==> src/rtl/fde_cpu_pkg.sv <==
// Shared definitions for the fetch/decode/execute accumulator CPU:
// opcode values and FSM state encoding.
package fde_cpu_pkg;

  localparam logic [2:0] OP_NOP = 3'd0;
  localparam logic [2:0] OP_LDA = 3'd1;
  localparam logic [2:0] OP_ADD = 3'd2;
  localparam logic [2:0] OP_SUB = 3'd3;
  localparam logic [2:0] OP_STA = 3'd4;
  localparam logic [2:0] OP_JMP = 3'd5;
  localparam logic [2:0] OP_JZ  = 3'd6;
  localparam logic [2:0] OP_HLT = 3'd7;

  typedef enum logic [2:0] {
    ST_IDLE,
    ST_FETCH,
    ST_DECODE,
    ST_EXECUTE,
    ST_HALT
  } state_e;

endpackage

==> src/rtl/fde_cpu_mem.sv <==
// Unified program/data memory: one synchronous write port and three
// asynchronous read ports (instruction fetch, operand, debug).
// Contents are deliberately not reset.
module fde_cpu_mem #(
  parameter int DW = 8,
  parameter int AW = 4
) (
  input  logic          clk,
  input  logic          we,
  input  logic [AW-1:0] waddr,
  input  logic [DW-1:0] wdata,
  input  logic [AW-1:0] fetch_addr,
  output logic [DW-1:0] fetch_rdata,
  input  logic [AW-1:0] opnd_addr,
  output logic [DW-1:0] opnd_rdata,
  input  logic [AW-1:0] dbg_addr,
  output logic [DW-1:0] dbg_rdata
);

  logic [DW-1:0] mem_q [2**AW];

  // Single write port; program load and STA share it.
  always_ff @(posedge clk) begin
    if (we) mem_q[waddr] <= wdata;
  end

  assign fetch_rdata = mem_q[fetch_addr];
  assign opnd_rdata  = mem_q[opnd_addr];
  assign dbg_rdata   = mem_q[dbg_addr];

endmodule

==> src/rtl/fde_cpu_core.sv <==
// Multi-cycle accumulator CPU: FETCH -> DECODE -> EXECUTE per instruction,
// with start/halt control, a program-load port and a debug read port.
module fde_cpu_core
  import fde_cpu_pkg::*;
#(
  parameter int DW = 8,
  parameter int AW = 4,
  parameter int CW = 16
) (
  input  logic          clk,
  input  logic          rst,
  input  logic          start,
  input  logic          prog_we,
  input  logic [AW-1:0] prog_addr,
  input  logic [DW-1:0] prog_wdata,
  input  logic [AW-1:0] dbg_addr,
  output logic [DW-1:0] dbg_rdata,
  output logic [DW-1:0] acc_o,
  output logic [AW-1:0] pc_o,
  output logic          carry_o,
  output logic          zero_o,
  output logic          busy_o,
  output logic          halted_o,
  output logic [CW-1:0] retired_o
);

  if (DW < AW + 3) begin : g_width_check
    $error("fde_cpu_core: DW must be at least AW+3");
  end

  state_e        state_q, state_d;
  logic [AW-1:0] pc_q, pc_d;
  logic [DW-1:0] acc_q, acc_d;
  logic [DW-1:0] ir_q, ir_d;
  logic [DW-1:0] mdr_q, mdr_d;
  logic          carry_q, carry_d;
  logic          zero_q, zero_d;
  logic [CW-1:0] retired_q, retired_d;

  logic          mem_we;
  logic [AW-1:0] mem_waddr;
  logic [DW-1:0] mem_wdata;
  logic [DW-1:0] fetch_rdata;
  logic [DW-1:0] opnd_rdata;

  logic [2:0]    op;
  logic [AW-1:0] op_addr;
  logic [DW:0]   alu_sum;
  logic [DW:0]   alu_diff;
  logic          ir_unused;

  assign op        = ir_q[DW-1 -: 3];
  assign op_addr   = ir_q[AW-1:0];
  // Middle instruction bits carry no meaning.
  assign ir_unused = ^ir_q;

  fde_cpu_mem #(.DW(DW), .AW(AW)) u_mem (
    .clk         (clk),
    .we          (mem_we),
    .waddr       (mem_waddr),
    .wdata       (mem_wdata),
    .fetch_addr  (pc_q),
    .fetch_rdata (fetch_rdata),
    .opnd_addr   (op_addr),
    .opnd_rdata  (opnd_rdata),
    .dbg_addr    (dbg_addr),
    .dbg_rdata   (dbg_rdata)
  );

  // Next-state, datapath and memory-write control.
  always_comb begin
    state_d   = state_q;
    pc_d      = pc_q;
    acc_d     = acc_q;
    ir_d      = ir_q;
    mdr_d     = mdr_q;
    carry_d   = carry_q;
    zero_d    = zero_q;
    retired_d = retired_q;
    mem_we    = 1'b0;
    mem_waddr = prog_addr;
    mem_wdata = prog_wdata;
    // Extra top bit holds the carry out (ADD) or the borrow (SUB).
    alu_sum   = {1'b0, acc_q} + {1'b0, mdr_q};
    alu_diff  = {1'b0, acc_q} - {1'b0, mdr_q};

    unique case (state_q)
      ST_IDLE, ST_HALT: begin
        mem_we = prog_we;
        if (start) state_d = ST_FETCH;
      end
      ST_FETCH: begin
        ir_d    = fetch_rdata;
        pc_d    = pc_q + AW'(1);
        state_d = ST_DECODE;
      end
      ST_DECODE: begin
        mdr_d   = opnd_rdata;
        state_d = ST_EXECUTE;
      end
      ST_EXECUTE: begin
        retired_d = retired_q + CW'(1);
        state_d   = ST_FETCH;
        unique case (op)
          OP_LDA: begin
            acc_d  = mdr_q;
            zero_d = (mdr_q == '0);
          end
          OP_ADD: begin
            acc_d   = alu_sum[DW-1:0];
            carry_d = alu_sum[DW];
            zero_d  = (alu_sum[DW-1:0] == '0);
          end
          OP_SUB: begin
            acc_d   = alu_diff[DW-1:0];
            carry_d = alu_diff[DW];
            zero_d  = (alu_diff[DW-1:0] == '0);
          end
          OP_STA: begin
            mem_we    = 1'b1;
            mem_waddr = op_addr;
            mem_wdata = acc_q;
          end
          OP_JMP: pc_d = op_addr;
          OP_JZ:  if (zero_q) pc_d = op_addr;
          OP_HLT: state_d = ST_HALT;
          default: ;
        endcase
      end
      default: state_d = ST_IDLE;
    endcase
  end

  // Architectural state registers.
  always_ff @(posedge clk or negedge rst) begin
    if (!rst) begin
      state_q   <= ST_IDLE;
      pc_q      <= '0;
      acc_q     <= '0;
      ir_q      <= '0;
      mdr_q     <= '0;
      carry_q   <= 1'b0;
      zero_q    <= 1'b0;
      retired_q <= '0;
    end else begin
      state_q   <= state_d;
      pc_q      <= pc_d;
      acc_q     <= acc_d;
      ir_q      <= ir_d;
      mdr_q     <= mdr_d;
      carry_q   <= carry_d;
      zero_q    <= zero_d;
      retired_q <= retired_d;
    end
  end

  assign acc_o     = acc_q;
  assign pc_o      = pc_q;
  assign carry_o   = carry_q;
  assign zero_o    = zero_q;
  assign retired_o = retired_q;
  assign busy_o    = (state_q == ST_FETCH) || (state_q == ST_DECODE) ||
                     (state_q == ST_EXECUTE);
  assign halted_o  = (state_q == ST_HALT);

endmodule

==> config.mk <==
export PLATFORM = sky130hd
export DESIGN_NAME = fde_cpu_core
export DESIGN_NICKNAME = d
export VERILOG_FILES = /design/src/rtl/fde_cpu_pkg.sv /design/src/rtl/fde_cpu_mem.sv /design/src/rtl/fde_cpu_core.sv
export SDC_FILE = /design/constraint.sdc
export NUM_CORES = 1
export LEC_CHECK = 0
export ABC_AREA = 0
export CAP_MARGIN = 20
export CELL_PAD_IN_SITES_DETAIL_PLACEMENT = 0
export CELL_PAD_IN_SITES_GLOBAL_PLACEMENT = 1
export CORE_UTILIZATION = 35
export CTS_CLUSTER_SIZE = 40
export DETAILED_ROUTE_END_ITERATION = 6
export PLACE_DENSITY = 0.64
export SYNTH_ARGS = -nofsm -noshare
export SYNTH_HDL_FRONTEND = slang
export SYNTH_HIERARCHICAL = 1
export SYNTH_SLANG_ARGS = --single-unit
==> constraint.sdc <==
create_clock -name clk -period 3.2 [get_ports clk]
set_input_delay 0.48 -clock clk [delete_from_list [all_inputs] [get_ports clk]]
set_output_delay 0.48 -clock clk [all_outputs]
set_load 0.005 [all_outputs]
**Track usage over the die**

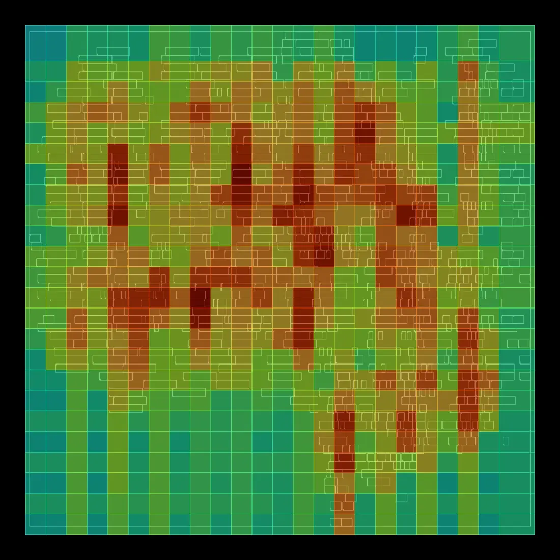
GR met3 Demand/Resource: 0.0234
fin util: 0.416

**Selected gate families**

Scale: 2 px per µm.
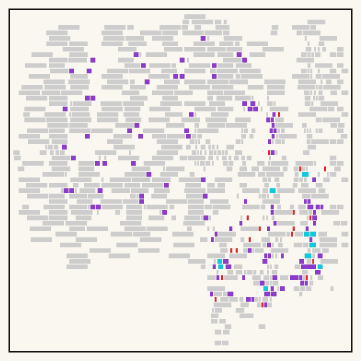
family	colour	cells
AND-OR and OR-AND gates	cyan	10
inverters	red	18
inverting AOI/OAI gates	purple	105
count of placed standard cells in the final layout, fillers left out: 1138
most common logic cell in the routed design: sky130_fd_sc_hd__edfxtp_1
fraction of area in multi-input gates: 0.390

==> qor.log <==
INFO  floorplan      die_area=0.0291mm²
INFO  clocking       post_cts_hold_buffers=0
INFO  global_routing globalRoute.totalOverflow=0
INFO  synthesis      synth.avg_cell_area=14.8µm²
INFO  setup_path     timing.critical_path.from_type=input port
INFO  placed_design  routabilityCongestion=0.854
INFO  clocking       worst_skew_pair.late_latency=0.44ns
INFO  sta            timing.hold.ws=0.121ns
INFO  floorplan      core-area=0.0279mm²
INFO  finish         areaGrowthSynthToFinish=16.7%
INFO  sta            finalClockPeriodUsage=0.914
INFO  pwr            power.share.switching=0.388
INFO  clocking       clock_tree.htree_level_count=4
INFO  pwr            p_seq_frac=0.330
INFO  sta            worst_clock_skew=0.0124ns
INFO  setup_path     worst_setup_path_end_kind=output pin
INFO  setup_path     cell_count_of_the_worst_reg_to_reg_path=11
INFO  clocking       cts_root_buf=sky130_fd_sc_hd__clkbuf_16
INFO  synthesis      synth_cells=674
INFO  pwr            power_density=859mW/mm²
INFO  sta            maxSlewHeadroom=0.328
INFO  global_routing grt_pass1_vias=6504
INFO  placed_design  post-dp-hpwl=18.9mm
INFO  drt            drt-pass1-iter-count=5
INFO  placed_design  preCtsSetupSlack=0.255ns
INFO  setup_path     regToRegStartpoint=acc_o[0]
INFO  drt            routed_via_count=6418
INFO  setup_path     rr_endpoint=zero_o
INFO  pwr            vdd.ir_drop.worst=0.315mV
INFO  floorplan      die_width=171µm
INFO  setup_path     timing.critical_path.fanout_max=32
INFO  setup_path     worst-setup-path-type=input port to output pin
INFO  sta            setup_viol_count_final=0
INFO  finish         fillCellCount=2542
INFO  global_routing grt_first_pass_wirelength=40.9mm
INFO  finish         fraction_of_final_layout_cells_with_drive_strength_greater_than_1=0.201
INFO  clocking       number_of_buffers_added_by_the_clock_tree_synthesis_step=17
INFO  pwr            pwr-share-clk=0.211
INFO  global_routing grt_use_total=0.194
INFO  drt            detail_route.wl_per_cell=23.7µm
INFO  global_routing antenna_found_initial=0
INFO  drt            detailedRoute.firstIterationViolations=560
INFO  sta            setup-tns-final=0ns
INFO  drt            wl_met3=1.48mm
INFO  sta            fin_worst_setup_slack=0.276ns
INFO  clocking       post_cts_resize_count=0
INFO  floorplan      std_cell_rows=61
INFO  global_routing grt_max_degree=34
INFO  sta            grt_setup_unrepaired=no
INFO  outcome        result_of_the_run=finished clean
INFO  worst_hold_path min-delay-path-class=input port to async pin
INFO  clocking       path_clk_slew=0.07ns
INFO  setup_path     arr_time_crit_path=2.44ns
INFO  sta            finalCriticalPeriod=2.92ns
INFO  synthesis      synthesis.nets=715
INFO  drt            top_signal_layer_used=met4
INFO  setup_path     reg2reg_slack=0.60ns
INFO  synthesis      post_synth_instance_area=0.00994mm²
INFO  setup_path     critical_path_required=2.72ns
INFO  clocking       cts_buffer_depth=2
INFO  drt            wl_met1=11.9mm
INFO  floorplan      fp_util=0.357
INFO  floorplan      design.portCount=60
INFO  drt            route.antenna.remaining_nets=0
INFO  synthesis      yosys_warnings=6
INFO  pwr            power_frac_comb=0.459
INFO  drt            route.final.wire_length=27.0mm
INFO  sta            slew_viol_final=0
INFO  run            timing.max_cap.violations=0
INFO  clocking       post_cts_setup_buffer_count=0
==> per-layer routing <==
metal | track usage | vias to the layer above
met5 | 0 | -
met4 | 0.0685 | 0
met3 | 0.0234 | 37
met2 | 0.310 | 242
met1 | 0.274 | 3283
li1 | - | 2856
==> critical path: stages <==
cell,delay (ns)
sky130_fd_sc_hd__clkdlybuf4s50_1,0.51
sky130_fd_sc_hd__buf_12,0.23
sky130_fd_sc_hd__mux4_1,0.33
sky130_fd_sc_hd__a22oi_1,0.29
sky130_fd_sc_hd__nand2_1,0.13
sky130_fd_sc_hd__clkdlybuf4s50_1,0.46
==> power by group through the flow <==
stage,logic [mW],clock network [mW],registers (mW)
2_1_floorplan,3.35,0,3.10
3_3_place_gp,4.51,0,3.32
3_5_place_dp,4.55,0,3.34
4_1_cts,4.57,2.14,3.30
5_1_grt,4.98,2.22,3.35
6_report,4.58,2.10,3.29
==> worst max-delay path by stage <==
| stage | to | slack, ns | cells after the start |
|---|---|---|---|
| finish | dbg_rdata[3] | 0.28 | 6 |
| global placement | dbg_rdata[2] | 0.26 | 6 |
| detailed placement | dbg_rdata[2] | 0.25 | 6 |
| global route | dbg_rdata[2] | 0.21 | 6 |
| CTS | dbg_rdata[2] | 0.24 | 6 |
| floorplan | u_mem/mem_q[0][0] | 0.20 | 7 |
==> metrics by stage <==
| stage | cell area, µm² | utilization | total power, mW | std cells |
|---|---|---|---|---|
| global placement | 11000 | 0.396 | 7.83 | 1106 |
| finish | 11600 | 0.416 | 9.97 | 1138 |
| detailed placement | 11000 | 0.396 | 7.90 | 1106 |
| floorplan | 9940 | - | 6.45 | 674 |
| global route | 11600 | 0.416 | 10.5 | 1138 |
| CTS | 11600 | 0.416 | 10.0 | 1138 |
==> final cells by class <==
class                      count  area (µm²)  area share
timing repair buffer          97         903      0.0779
clock inverter                13         151      0.0130
inverter                      18        67.6     0.00582
multi-input combinational    437        4530       0.390
tap                          378         473      0.0408
sequential                   176        5050       0.435
clock buffer                  19         433      0.0373
==> sequential cells by signal, indices dropped and copies added (netlist names) <==
signal and count:
acc_o 8, mdr_q 8, u_mem/mem_q 128, carry_o 1, ir_q 7, retired_o 16
state_q 3, pc_o 4, zero_o 1
Power is estimated from default activity; no workload was simulated.
